Figure 1. Track usage over the die.
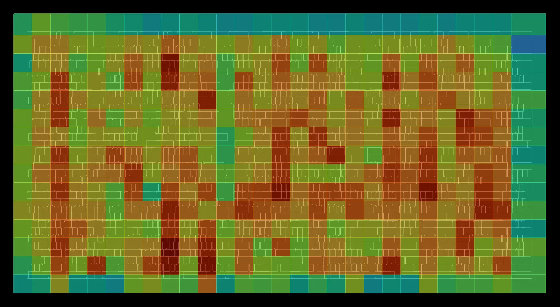
Figure 2. A small window of the routed layout.
Window x 80 to 120, y 53 to 93 µm. Cells in gray, sequential cells in the stronger gray; small squares are vias.
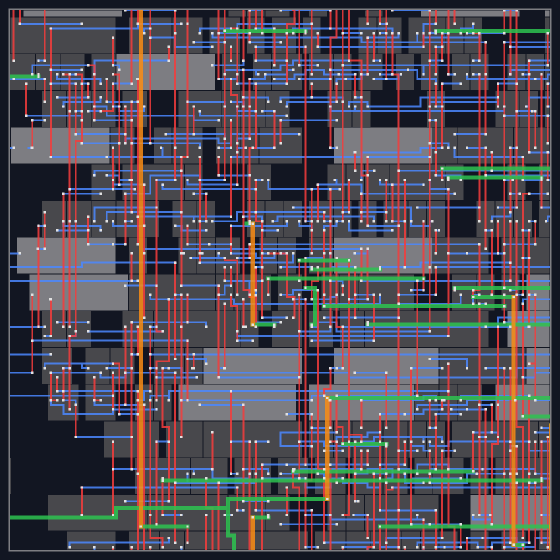
File: src/rtl/pcie_rx_os_detector.sv
// Receive-side ordered-set detector: classifies TS1/TS2/SKP/FTS/EIOS(/EIEOS) from the decoded symbol stream.
// Define PCIE_OS_DET_EIEOS_EN to enable EIEOS detection; otherwise EIE after COM is malformed.
module pcie_rx_os_detector #(
  parameter int CNT_W = 16
) (
  input  logic             clk,
  input  logic             rst,
  input  logic             rx_valid,
  input  logic [7:0]       rx_data,
  input  logic             rx_k,
  input  logic             rx_lock,
  input  logic             cnt_clr,
  output logic             ts1_det,
  output logic             ts2_det,
  output logic             skp_det,
  output logic             fts_det,
  output logic             eios_det,
  output logic             eieos_det,
  output logic             os_err,
  output logic [7:0]       ts_link_num,
  output logic [7:0]       ts_lane_num,
  output logic [7:0]       ts_n_fts,
  output logic [7:0]       ts_rate,
  output logic [7:0]       ts_ctrl,
  output logic             ts_link_pad,
  output logic             ts_lane_pad,
  output logic [7:0]       ts_consec,
  output logic [2:0]       skp_len,
  output logic [CNT_W-1:0] ts1_cnt,
  output logic [CNT_W-1:0] ts2_cnt,
  output logic [CNT_W-1:0] skp_cnt,
  output logic [CNT_W-1:0] fts_cnt,
  output logic [CNT_W-1:0] eios_cnt,
  output logic [CNT_W-1:0] eieos_cnt
);

  localparam logic [7:0] K_COM = 8'hBC, K_SKP = 8'h1C, K_FTS = 8'h3C, K_IDL = 8'h7C;
  localparam logic [7:0] K_EIE = 8'hFC, K_PAD = 8'hF7, D10_2 = 8'h4A, D5_2 = 8'h45;
`ifdef PCIE_OS_DET_EIEOS_EN
  localparam bit EIEOS_EN = 1'b1;
`else
  localparam bit EIEOS_EN = 1'b0;
`endif

  typedef enum logic [2:0] {S_IDLE, S_HDR, S_TS_BODY, S_SKP, S_FTS, S_EIOS, S_EIEOS} state_t;

  state_t     state_reg, state_next;
  logic [3:0] idx_reg, idx_next;          // number of the next expected symbol
  logic [2:0] skp_run_reg, skp_run_next;
  logic [7:0] buf_reg [5];                // TS symbols 1..5 of the TS in flight
  logic [1:0] pad_reg;
  logic [7:0] type_reg, prev_type_reg;
  logic       prev_valid_reg;
  logic [5:0] det_next, det_reg;          // ts1, ts2, skp, fts, eios, eieos
  logic       err_next, ts_done, ts_sym_ok, ts_same;
  logic [2:0] skp_len_val;

  logic accept, is_d, is_com, is_skp, is_fts, is_idl, is_eie, is_pad;
  assign accept = rx_valid && rx_lock;
  assign is_d   = !rx_k;
  assign is_com = rx_k && (rx_data == K_COM);
  assign is_skp = rx_k && (rx_data == K_SKP);
  assign is_fts = rx_k && (rx_data == K_FTS);
  assign is_idl = rx_k && (rx_data == K_IDL);
  assign is_eie = rx_k && (rx_data == K_EIE);
  assign is_pad = rx_k && (rx_data == K_PAD);

  always_comb begin
    ts_sym_ok = 1'b0;
    if (idx_reg == 4'd2)      ts_sym_ok = is_d || is_pad;
    else if (idx_reg <= 4'd5) ts_sym_ok = is_d;
    else if (idx_reg == 4'd6) ts_sym_ok = is_d && (rx_data == D10_2 || rx_data == D5_2);
    else                      ts_sym_ok = is_d && (rx_data == type_reg);
  end

  always_ff @(posedge clk) begin
    if (rst) begin
      state_reg   <= S_IDLE;
      idx_reg     <= 4'd0;
      skp_run_reg <= 3'd0;
    end else begin
      state_reg   <= state_next;
      idx_reg     <= idx_next;
      skp_run_reg <= skp_run_next;
    end
  end

  // COM always restarts a header; whether that is an error is decided in the output logic.
  always_comb begin
    state_next   = state_reg;
    idx_next     = idx_reg;
    skp_run_next = skp_run_reg;
    if (!rx_lock) begin
      state_next = S_IDLE;
    end else if (rx_valid) begin
      if (is_com) begin
        state_next = S_HDR;
      end else begin
        unique case (state_reg)
          S_IDLE: state_next = S_IDLE;
          S_HDR: begin
            idx_next = 4'd2;
            if (is_skp) begin
              state_next   = S_SKP;
              skp_run_next = 3'd1;
            end else if (is_fts)             state_next = S_FTS;
            else if (is_idl)                 state_next = S_EIOS;
            else if (is_eie && EIEOS_EN)     state_next = S_EIEOS;
            else if (is_d || is_pad)         state_next = S_TS_BODY;
            else                             state_next = S_IDLE;
          end
          S_TS_BODY: begin
            if (!ts_sym_ok || idx_reg == 4'd15) state_next = S_IDLE;
            else idx_next = idx_reg + 4'd1;
          end
          S_SKP: begin
            if (is_skp && skp_run_reg != 3'd4) skp_run_next = skp_run_reg + 3'd1;
            else state_next = S_IDLE;
          end
          S_FTS, S_EIOS: begin
            if (!(state_reg == S_FTS ? is_fts : is_idl) || idx_reg == 4'd3) state_next = S_IDLE;
            else idx_next = idx_reg + 4'd1;
          end
          S_EIEOS: begin
            if (idx_reg == 4'd15 || !is_eie) state_next = S_IDLE;
            else idx_next = idx_reg + 4'd1;
          end
          default: state_next = S_IDLE;
        endcase
      end
    end
  end

  always_comb begin
    det_next    = 6'd0;
    err_next    = 1'b0;
    ts_done     = 1'b0;
    skp_len_val = is_skp ? 3'd5 : skp_run_reg;
    if (accept) begin
      if (is_com) begin
        if (state_reg == S_SKP)       det_next[2] = 1'b1;
        else if (state_reg != S_IDLE) err_next = 1'b1;
      end else begin
        unique case (state_reg)
          S_IDLE: ;
          S_HDR:
            err_next = !(is_skp || is_fts || is_idl || is_d || is_pad || (is_eie && EIEOS_EN));
          S_TS_BODY: begin
            if (!ts_sym_ok) err_next = 1'b1;
            else if (idx_reg == 4'd15) begin
              ts_done = 1'b1;
              if (type_reg == D10_2) det_next[0] = 1'b1;
              else                   det_next[1] = 1'b1;
            end
          end
          S_SKP: det_next[2] = !is_skp || (skp_run_reg == 3'd4);
          S_FTS: begin
            if (!is_fts) err_next = 1'b1;
            else if (idx_reg == 4'd3) det_next[3] = 1'b1;
          end
          S_EIOS: begin
            if (!is_idl) err_next = 1'b1;
            else if (idx_reg == 4'd3) det_next[4] = 1'b1;
          end
          S_EIEOS: begin
            if (idx_reg == 4'd15) begin
              if (is_d && rx_data == D10_2) det_next[5] = 1'b1;
              else err_next = 1'b1;
            end else if (!is_eie) err_next = 1'b1;
          end
          default: ;
        endcase
      end
    end
  end

  // Capture buffer for the TS in flight; only published when the TS completes cleanly.
  always_ff @(posedge clk) begin
    if (accept && state_reg == S_HDR) begin
      buf_reg[0] <= rx_data;
      pad_reg[0] <= is_pad;
    end else if (accept && state_reg == S_TS_BODY) begin
      for (int i = 1; i < 5; i++)
        if (idx_reg == 4'(i + 1)) buf_reg[i] <= rx_data;
      if (idx_reg == 4'd2) pad_reg[1] <= is_pad;
      if (idx_reg == 4'd6) type_reg <= rx_data;
    end
  end

  assign ts_same = prev_valid_reg && (prev_type_reg == type_reg) &&
                   (ts_link_num == buf_reg[0]) && (ts_lane_num == buf_reg[1]) &&
                   (ts_n_fts == buf_reg[2]) && (ts_rate == buf_reg[3]) && (ts_ctrl == buf_reg[4]) &&
                   (ts_link_pad == pad_reg[0]) && (ts_lane_pad == pad_reg[1]);

  always_ff @(posedge clk) begin
    if (rst) begin
      det_reg        <= 6'd0;
      os_err         <= 1'b0;
      skp_len        <= 3'd0;
      ts_link_num    <= 8'd0;
      ts_lane_num    <= 8'd0;
      ts_n_fts       <= 8'd0;
      ts_rate        <= 8'd0;
      ts_ctrl        <= 8'd0;
      ts_link_pad    <= 1'b0;
      ts_lane_pad    <= 1'b0;
      ts_consec      <= 8'd0;
      prev_type_reg  <= 8'd0;
      prev_valid_reg <= 1'b0;
    end else begin
      det_reg <= det_next;
      os_err  <= err_next;
      if (det_next[2]) skp_len <= skp_len_val;
      if (ts_done) begin
        ts_link_num    <= buf_reg[0];
        ts_lane_num    <= buf_reg[1];
        ts_n_fts       <= buf_reg[2];
        ts_rate        <= buf_reg[3];
        ts_ctrl        <= buf_reg[4];
        ts_link_pad    <= pad_reg[0];
        ts_lane_pad    <= pad_reg[1];
        prev_type_reg  <= type_reg;
        prev_valid_reg <= 1'b1;
      end
      if (cnt_clr) ts_consec <= 8'd0;
      else if (ts_done) ts_consec <= !ts_same ? 8'd1 : (ts_consec == 8'hFF ? 8'hFF : ts_consec + 8'd1);
    end
  end

  logic [CNT_W-1:0] cnt_val [6];
  for (genvar gi = 0; gi < 6; gi++) begin : g_cnt
    logic [CNT_W-1:0] cnt_q;
    always_ff @(posedge clk) begin
      if (rst || cnt_clr) cnt_q <= '0;
      else if (det_next[gi] && cnt_q != '1) cnt_q <= cnt_q + CNT_W'(1);
    end
    assign cnt_val[gi] = cnt_q;
  end

  assign ts1_det   = det_reg[0];
  assign ts2_det   = det_reg[1];
  assign skp_det   = det_reg[2];
  assign fts_det   = det_reg[3];
  assign eios_det  = det_reg[4];
  assign eieos_det = det_reg[5];
  assign ts1_cnt   = cnt_val[0];
  assign ts2_cnt   = cnt_val[1];
  assign skp_cnt   = cnt_val[2];
  assign fts_cnt   = cnt_val[3];
  assign eios_cnt  = cnt_val[4];
  assign eieos_cnt = cnt_val[5];

endmodule
File: config.mk
export PLATFORM = sky130hd
export DESIGN_NAME = pcie_rx_os_detector
export DESIGN_NICKNAME = d
export VERILOG_FILES = /design/src/rtl/pcie_rx_os_detector.sv
export SDC_FILE = /design/constraint.sdc
export NUM_CORES = 1
export LEC_CHECK = 0
export ABC_AREA = 1
export CORE_ASPECT_RATIO = 0.5
export CORE_MARGIN = 5
export CORE_UTILIZATION = 64
export DETAILED_ROUTE_END_ITERATION = 8
export DONT_BUFFER_PORTS = 1
export GPL_ROUTABILITY_DRIVEN = 0
export GPL_TIMING_DRIVEN = 0
export PLACE_DENSITY = 0.77
export SLEW_MARGIN = 30
export SYNTH_ARGS = -nofsm -noshare
export SYNTH_HDL_FRONTEND = slang
export SYNTH_SLANG_ARGS = --single-unit
File: constraint.sdc
create_clock -name clk -period 2.12 [get_ports clk]
set_input_delay 0.318 -clock clk [delete_from_list [all_inputs] [get_ports clk]]
set_output_delay 0.318 -clock clk [all_outputs]
set_load 0.01 [all_outputs]
==> changes_impl.md <==
### Physical design

- Status: complete, no violations
- Critical Path Max Stage Delay: 440 ps
- Worst Skew: 8.50 ps
- Avg Inst Size Synth: 7.28 µm²
- Mi-comb count: 1101
- Crit path DRT: 2470 ps
- Registers: 225
- Pre-CTS WS: -466 ps
- Bufs w/o clock: 63
- Sequential Power Share: 0.524
- Mux frac, synth: 0
- Nets: 1648
- Vias: 10900
- Diodes inserted: 0
- Worst R2R Path Depth: 10
- DRC viols: 0
- Log Warnings: 32
- Internal power: 6.54 mW
- Met1 WL: 13.2 mm
- Top area cell types: dfxtp_1 (31%), edfxtp_1 (13%), nand2_1 (9.7%)
- Core ar.: 17500 µm²
- Logic share of the area: 0.443
- HP Class: in2reg
- Seq/total area: 0.387
- CTS clk-pin slew, worst paths: 70 ps
- Port Buffer Count: 0
- Crit path kind: reg2reg
- Worst Setup End Kind: register
- Gr ovfl total: 0
- Hold Startpoint: rx_lock
- Seq share, synth: 0.437
- Busiest grt layer: met2
- Number of global-route vias before repair: 10100
- Top Layout Cells: nand2_1 (296), nor2_1 (195), inv_1 (194)
- Setup violations, final: 0
- Initial antenna violation count: 1
- Final Power: 8.36 mW
- Chip area: 20800 µm²
- Main logic family after synthesis: simple AND/OR/NAND/NOR gates
- CP Launch Type: register
- I/O pin total: 170
- WHS Endpoint: state_reg[2]$_SDFFE_PP0P_
- Vias/cell: 5.84
- FF/Latch Area: 5030 µm²
Notes on Figure 1 above:
met1 Usage GRT: 0.387
GRT met3 Usage: 0.0804
WL/cell: 17.4 µm
Tot GR Track Use: 0.295

Notes on Figure 2 above:
legend:
  metal 2:
    color: red
  metal 1:
    color: blue
  metal 4:
    color: orange
  metal 3:
    color: green
most frequent: nand2_1 (26), inv_1 (21), nor2_1 (21)
sequential cells in the window: 12
cells with their middle in the window: 176
netlist names of flops here include: ts1_cnt (7), idx_reg (4)

Power is estimated from default activity; no workload was simulated.
